[config.mk]
export PLATFORM = sky130hd
export DESIGN_NAME = microcode_sequencer
export DESIGN_NICKNAME = d
export VERILOG_FILES = /design/src/rtl/microseq_pkg.sv /design/src/rtl/microcode_store.sv /design/src/rtl/microcode_sequencer.sv
export SDC_FILE = /design/constraint.sdc
export NUM_CORES = 2
export LEC_CHECK = 0
export CAP_MARGIN = 15
export CORE_MARGIN = 4
export CORE_UTILIZATION = 55
export CTS_CLUSTER_DIAMETER = 100
export CTS_CLUSTER_SIZE = 8
export DETAILED_ROUTE_END_ITERATION = 8
export PLACE_DENSITY_LB_ADDON = 0.3
export SLEW_MARGIN = 20
export SYNTH_ARGS = -nofsm -noshare
export SYNTH_HDL_FRONTEND = slang
export SYNTH_SLANG_ARGS = --single-unit
[constraint.sdc]
create_clock -name clk -period 3.53 [get_ports clk]
set_input_delay 0.353 -clock clk [delete_from_list [all_inputs] [get_ports clk]]
set_output_delay 0.353 -clock clk [all_outputs]
set_load 0.005 [all_outputs]
[src/rtl/microseq_pkg.sv]
// microseq_pkg: shared definitions for the microprogrammed control sequencer.
// Holds the microcode word field positions, width derivation helpers, the
// idle control word and the named bit indices of the datapath control word.
package microseq_pkg;

  // Number of bits needed to select one of flag_w condition flags (at least 1).
  function automatic int fsel_width(input int flag_w);
    return (flag_w <= 2) ? 1 : $clog2(flag_w);
  endfunction

  // Full microcode word width: {end, br_en, br_sel, br_tgt, ctrl}.
  function automatic int uword_width(input int ctrl_w, input int step_w, input int flag_w);
    return ctrl_w + step_w + fsel_width(flag_w) + 2;
  endfunction

  // Field positions inside a microcode word, LSB upwards.
  function automatic int brtgt_lsb(input int ctrl_w);
    return ctrl_w;
  endfunction

  function automatic int brsel_lsb(input int ctrl_w, input int step_w);
    return ctrl_w + step_w;
  endfunction

  function automatic int bren_bit(input int ctrl_w, input int step_w, input int flag_w);
    return brsel_lsb(ctrl_w, step_w) + fsel_width(flag_w);
  endfunction

  function automatic int end_bit(input int ctrl_w, input int step_w, input int flag_w);
    return bren_bit(ctrl_w, step_w, flag_w) + 1;
  endfunction

  // Default geometry of the accumulator CPU sequencer.
  localparam int DEF_OPCODE_W = 4;
  localparam int DEF_STEP_W   = 3;
  localparam int DEF_CTRL_W   = 16;
  localparam int DEF_FLAG_W   = 2;

  // Field positions for the default geometry.
  localparam int BRTGT_LSB = brtgt_lsb(DEF_CTRL_W);
  localparam int BRSEL_LSB = brsel_lsb(DEF_CTRL_W, DEF_STEP_W);
  localparam int BREN_BIT  = bren_bit(DEF_CTRL_W, DEF_STEP_W, DEF_FLAG_W);
  localparam int END_BIT   = end_bit(DEF_CTRL_W, DEF_STEP_W, DEF_FLAG_W);

  // Idle control word: every active-low strobe is held inactive.
  localparam logic [DEF_CTRL_W-1:0] CTRL_IDLE_DEFAULT = 16'h6E3E;

  // Named control-word bit indices (the _N entries are active-low).
  localparam int CB_ADD_SUB      = 0;   // ALU mode: 1 = subtract
  localparam int CB_LOAD_A_N     = 1;
  localparam int CB_LOAD_B_N     = 2;
  localparam int CB_LOAD_IR_N    = 3;
  localparam int CB_LOAD_MAR_N   = 4;
  localparam int CB_LOAD_OUT_N   = 5;
  localparam int CB_EN_SRC_LSB   = 6;   // bus enable-source field
  localparam int CB_EN_SRC_W     = 3;
  localparam int CB_PC_LOAD_N    = 9;
  localparam int CB_PC_CLR_N     = 10;
  localparam int CB_RAM_RD_N     = 11;
  localparam int CB_PC_INC       = 12;
  localparam int CB_RAM_WR_N     = 13;
  localparam int CB_CNT_RST_N    = 14;

  // How the step counter moves on a given cycle.
  typedef enum logic [1:0] {
    STEP_HOLD   = 2'd0,
    STEP_CLEAR  = 2'd1,
    STEP_BRANCH = 2'd2,
    STEP_INC    = 2'd3
  } step_act_e;

endpackage

[src/rtl/microcode_store.sv]
// microcode_store: writable control store, 2^AW words of DW bits.
// Synchronous write port, combinational read port. A read of the address
// being written in the same cycle returns the old word. Contents are never
// reset, so they survive a sequencer reset.
module microcode_store #(
  parameter int AW = 7,
  parameter int DW = 22
) (
  input  logic          clk,
  input  logic          we_i,
  input  logic [AW-1:0] waddr_i,
  input  logic [DW-1:0] wdata_i,
  input  logic [AW-1:0] raddr_i,
  output logic [DW-1:0] rdata_o
);

  logic [DW-1:0] mem_q [2**AW];

  // Write port: the new word lands at the rising edge.
  always_ff @(posedge clk) begin
    if (we_i) begin
      mem_q[waddr_i] <= wdata_i;
    end
  end

  assign rdata_o = mem_q[raddr_i];

endmodule

[src/rtl/microcode_sequencer.sv]
// microcode_sequencer: microprogrammed control sequencer for the accumulator
// CPU datapath. Reads {opcode, step} from a writable control store and
// registers the control word, the step counter and an end-of-instruction
// pulse. Optional feature macro: MICROSEQ_BRANCH_EN enables flag-conditional
// step branching; when undefined the branch fields are stored but ignored and
// the step only increments or terminates.
module microcode_sequencer
  import microseq_pkg::*;
#(
  parameter int                 OPCODE_W  = 4,
  parameter int                 STEP_W    = 3,
  parameter int                 CTRL_W    = 16,
  parameter int                 FLAG_W    = 2,
  parameter logic [CTRL_W-1:0]  CTRL_IDLE = CTRL_W'(CTRL_IDLE_DEFAULT)
) (
  input  logic                                        clk,
  input  logic                                        rstn,
  input  logic [OPCODE_W-1:0]                         instruction_register,
  input  logic [FLAG_W-1:0]                           flags,
  input  logic                                        halt,
  input  logic                                        ucode_we,
  input  logic [OPCODE_W+STEP_W-1:0]                  ucode_waddr,
  input  logic [uword_width(CTRL_W, STEP_W, FLAG_W)-1:0] ucode_wdata,
  output logic [CTRL_W-1:0]                           ctrl_word,
  output logic [STEP_W-1:0]                           step,
  output logic                                        instr_done
);

  localparam int FSEL_W  = fsel_width(FLAG_W);
  localparam int UW      = uword_width(CTRL_W, STEP_W, FLAG_W);
  localparam int AW      = OPCODE_W + STEP_W;
  localparam int TGT_L   = brtgt_lsb(CTRL_W);
  localparam int SEL_L   = brsel_lsb(CTRL_W, STEP_W);
  localparam int BREN_B  = bren_bit(CTRL_W, STEP_W, FLAG_W);
  localparam int END_B   = end_bit(CTRL_W, STEP_W, FLAG_W);
  localparam logic [STEP_W-1:0] STEP_LAST = '1;

  logic [STEP_W-1:0] step_q, step_d;
  logic [CTRL_W-1:0] ctrl_q, ctrl_d;
  logic              done_q, done_d;

  logic [AW-1:0]     rd_addr;
  logic [UW-1:0]     uword;

  logic              f_end;
  logic              f_bren;
  logic [FSEL_W-1:0] f_brsel;
  logic [STEP_W-1:0] f_brtgt;
  logic [CTRL_W-1:0] f_ctrl;

  logic              terminal;
  logic              br_taken;
  step_act_e         act;

  assign rd_addr = {instruction_register, step_q};

  microcode_store #(
    .AW (AW),
    .DW (UW)
  ) u_store (
    .clk     (clk),
    .we_i    (ucode_we),
    .waddr_i (ucode_waddr),
    .wdata_i (ucode_wdata),
    .raddr_i (rd_addr),
    .rdata_o (uword)
  );

  // Unpack the current microcode word.
  assign f_end   = uword[END_B];
  assign f_bren  = uword[BREN_B];
  assign f_brsel = uword[SEL_L +: FSEL_W];
  assign f_brtgt = uword[TGT_L +: STEP_W];
  assign f_ctrl  = uword[CTRL_W-1:0];

  // The last step of the counter always terminates, even without an end bit.
  assign terminal = f_end | (step_q == STEP_LAST);

`ifdef MICROSEQ_BRANCH_EN
  logic [(2**FSEL_W)-1:0] flags_ext;

  // Pad the flag vector so every br_sel encoding indexes a defined bit.
  always_comb begin
    flags_ext = '0;
    flags_ext[FLAG_W-1:0] = flags;
  end

  assign br_taken = f_bren & flags_ext[f_brsel];
`else
  logic unused_branch;

  assign unused_branch = ^{f_bren, f_brsel, f_brtgt, flags};
  assign br_taken      = 1'b0;
`endif

  // Next-step selection: halt beats termination, termination beats branch.
  always_comb begin
    act = STEP_INC;
    if (halt) begin
      act = STEP_HOLD;
    end else if (terminal) begin
      act = STEP_CLEAR;
    end else if (br_taken) begin
      act = STEP_BRANCH;
    end

    step_d = step_q;
    unique case (act)
      STEP_HOLD:   step_d = step_q;
      STEP_CLEAR:  step_d = '0;
      STEP_BRANCH: step_d = f_brtgt;
      STEP_INC:    step_d = step_q + STEP_W'(1);
      default:     step_d = step_q;
    endcase

    ctrl_d = halt ? CTRL_IDLE : f_ctrl;
    done_d = ~halt & terminal;
  end

  // Registered sequencer state; reset forces step 0 and the idle control word.
  always_ff @(posedge clk) begin
    if (rstn) begin
      step_q <= '0;
      ctrl_q <= CTRL_IDLE;
      done_q <= 1'b0;
    end else begin
      step_q <= step_d;
      ctrl_q <= ctrl_d;
      done_q <= done_d;
    end
  end

  assign ctrl_word  = ctrl_q;
  assign step       = step_q;
  assign instr_done = done_q;

endmodule

==> impl_metrics.csv <==
group,metric,value,unit
floorplan,core_area,152000,µm²
final_timing,worst_slew_pin_slew,1140,ps
synthesis,synth_cells,3436,
synthesis,top_area_cell,"edfxtp_1",
pwr,p_leak,30.1,nW
cts,htreeDepth,5,
floorplan,dieArea,159000,µm²
synthesis,synthFlopType,"edfxtp_1",
placement,port_buffers,51,
final_timing,max_freq,313,MHz
min_path,holdCritPathClass,"in -> reg",
cts,clockBufferDepth,4,
pwr,p_total,59.5,mW
setup_path,worstSetupStartpointType,"flip-flop",
routing,ant_nets,0,
status,outcome,"finished clean",
cts,clockRootBuffer,"clkbuf_16",
routing,drc,0,
floorplan,die_x,399,µm
grt,grt_max_degree,129,
layout,finalNetCount,3950,
final_timing,report.final.slew_viol_count,0,
layout,syn_to_final_growth,16.2,%
synthesis,synth.net_count,3477,
cts,cts_tree,"done",
setup_path,crit_type,"reg -> reg",
setup_path,crit_required,4310,ps
final_timing,finalCriticalPeriod,3200,ps
synthesis,top_cell,"edfxtp_1",
synthesis,synth-cells-yosys,3436,
routing,vias_per_cell,6.68,
cts,post_cts_resized,0,
grt,grt_pass1_wl,296000,µm
run,warning_count,49,
routing,drtPass1Iterations,7,
grt,grt_pass1_vias,40600,
pwr,powerDensity,611,nW/µm²
cts,clk_pin_slew,50,ps
## path summary, 6_finish.rpt
check,depth (start not counted),from,slack [ps],end
max,7,step[0],330,ctrl_word[15]
min,1,ucode_wdata[4],0.1,u_store.mem_q[22][4]
max reg2reg,7,step[0],330,ctrl_word[15]
min reg2reg,2,step[2],720,step[2]
## cells in the final DEF, fill, tap and decap left out, drive strengths merged, types with 3 or more instances in the layout
| cell type | instances |
|---|---|
| nand2 | 78 |
| dlygate4sd3 | 4 |
| a22oi | 4 |
| inv | 8 |
| clkbuf | 373 |
| a221oi | 3 |
| buf | 291 |
| o21a | 6 |
| a211oi | 3 |
| clkdlybuf4s50 | 32 |
| nand4 | 7 |
| o211ai | 3 |
| a221o | 6 |
| nand3 | 19 |
| nor2 | 136 |
| mux4 | 672 |
| a32o | 3 |
| or3 | 3 |
| mux2i | 49 |
| o22ai | 6 |
| a32oi | 7 |
| diode | 6 |
| dfxtp | 20 |
| edfxtp | 2176 |
| nor3 | 12 |
| and2 | 3 |
| nor2b | 12 |
## per-stage QoR
stage | hold slack (ps) | setup WS [ps] | instances | instance area (µm²)
finish | 0.101 | 333 | 5998 | 97500
global route | 5.31 | 149 | 5992 | 97400
CTS | 17.5 | 323 | 5989 | 97400
detailed placement | 699 | 364 | 5608 | 88800
global placement | 717 | 324 | 5608 | 88800
floorplan | 422 | 836 | 3436 | 83900
## flip-flops by register name, summed over array words and instances, names as in the netlist
register,flops
ctrl_word,16
step,3
instr_done,1
u_store.mem_q,2176
## routing by layer
layer,wire length (µm),global-route usage,vias to the layer above,part of all wire
li1,-,-,15700,-
met1,78300,0.383,21600,0.38
met2,98100,0.404,2443,0.48
met3,21700,0.0663,357,0.11
met4,6280,0.0782,4,0.031
met5,27,0,-,0.00013
## critical path, delay by kind of cell (launching register included)
| family | cells | cell delay [ps] |
|---|---|---|
| AOI/OAI and AO/OA | 2 | 650 |
| buffers and inverters | 2 | 460 |
| DFF | 1 | 630 |
| muxes | 3 | 1300 |
## final cells by class
class / count / area [µm²]
timing repair buffer: 327 / 3190
multi-input combinational: 1056 / 17400
fill: 9620 / 54300
inverter: 4 / 17.5
antenna: 6 / 15.0
sequential: 2196 / 65800
tap: 2030 / 2540
clock buffer: 373 / 8460
clock inverter: 6 / 81.3
## repair_timing
item / 4_1_cts / 5_1_grt
buffers inserted: 0 / 0
endpoints found under the hold margin: 70 / 32
hold buffers: 2 / 2
## cells by family after synthesis
family                   synth area share
flip-flops                          0.784
multiplexers                        0.186
AND/OR/NAND/NOR                    0.0140
buffers and inverters              0.0103
AND-OR/OR-AND                     0.00538
adder cells (fa/ha/maj)          0.000298
## report_power, final
group / total [mW] / switching, mW / leakage [nW] / internal, mW
registers: 28.9 / 0.0754 / 19.7 / 28.8
logic: 4.05 / 2.16 / 6.18 / 1.89
clock network: 26.6 / 9.99 / 4.18 / 16.6
total: 59.5 / 12.2 / 30.1 / 47.3
**Signal metal coverage by tile**

Drawn at 1 px/µm. The die is cut into 40 by 40 equal tiles; white is low, dark blue is high, scaled to the fullest tile. Values are wire area over tile area, all layers added.
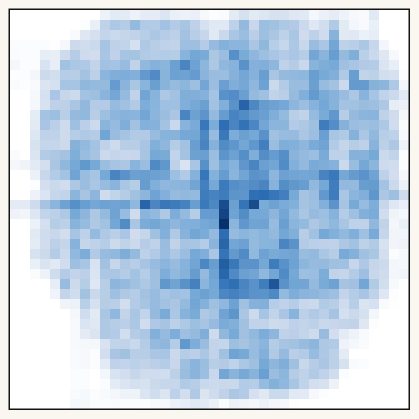
nearly empty tiles: 14%
fullest tile: 0.70
mean over tiles: 0.22
tiles over half the peak: 17%
emptiest ninth of the die: south-west
densest ninth of the die: centre

**Routing congestion map**

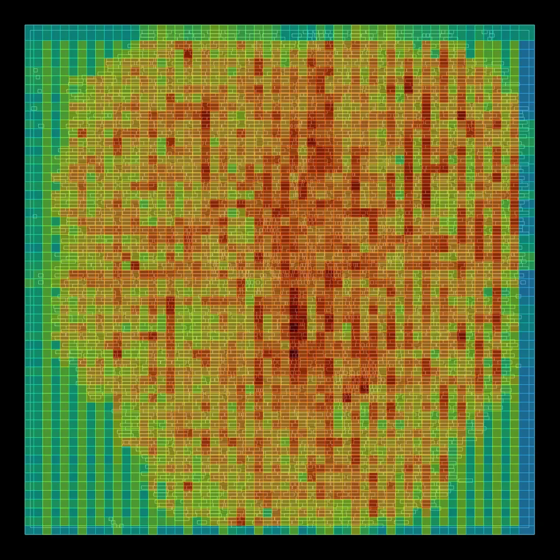
gr busiest metal: met2
met3 usage: 0.0663
WL/cell: 34.1 µm
met2 usage: 0.404
met1 Track Usage GR: 0.383

**I/O nets highlighted**

Drawn at 1 px/µm.
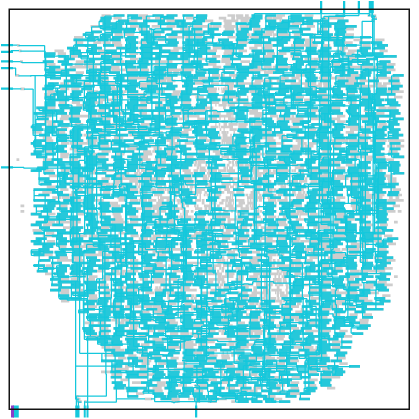
legend:
  cyan:
    port: ucode_wdata
    bits: 22
    direction: input
    end_cells: 2176
    buffers: 45
    wire: 31.9 mm
  purple:
    port: flags
    bits: 2
    direction: input
    end_cells: 0
    buffers: 0

Power figures rest on the tool's default switching activity, not on a simulated workload.
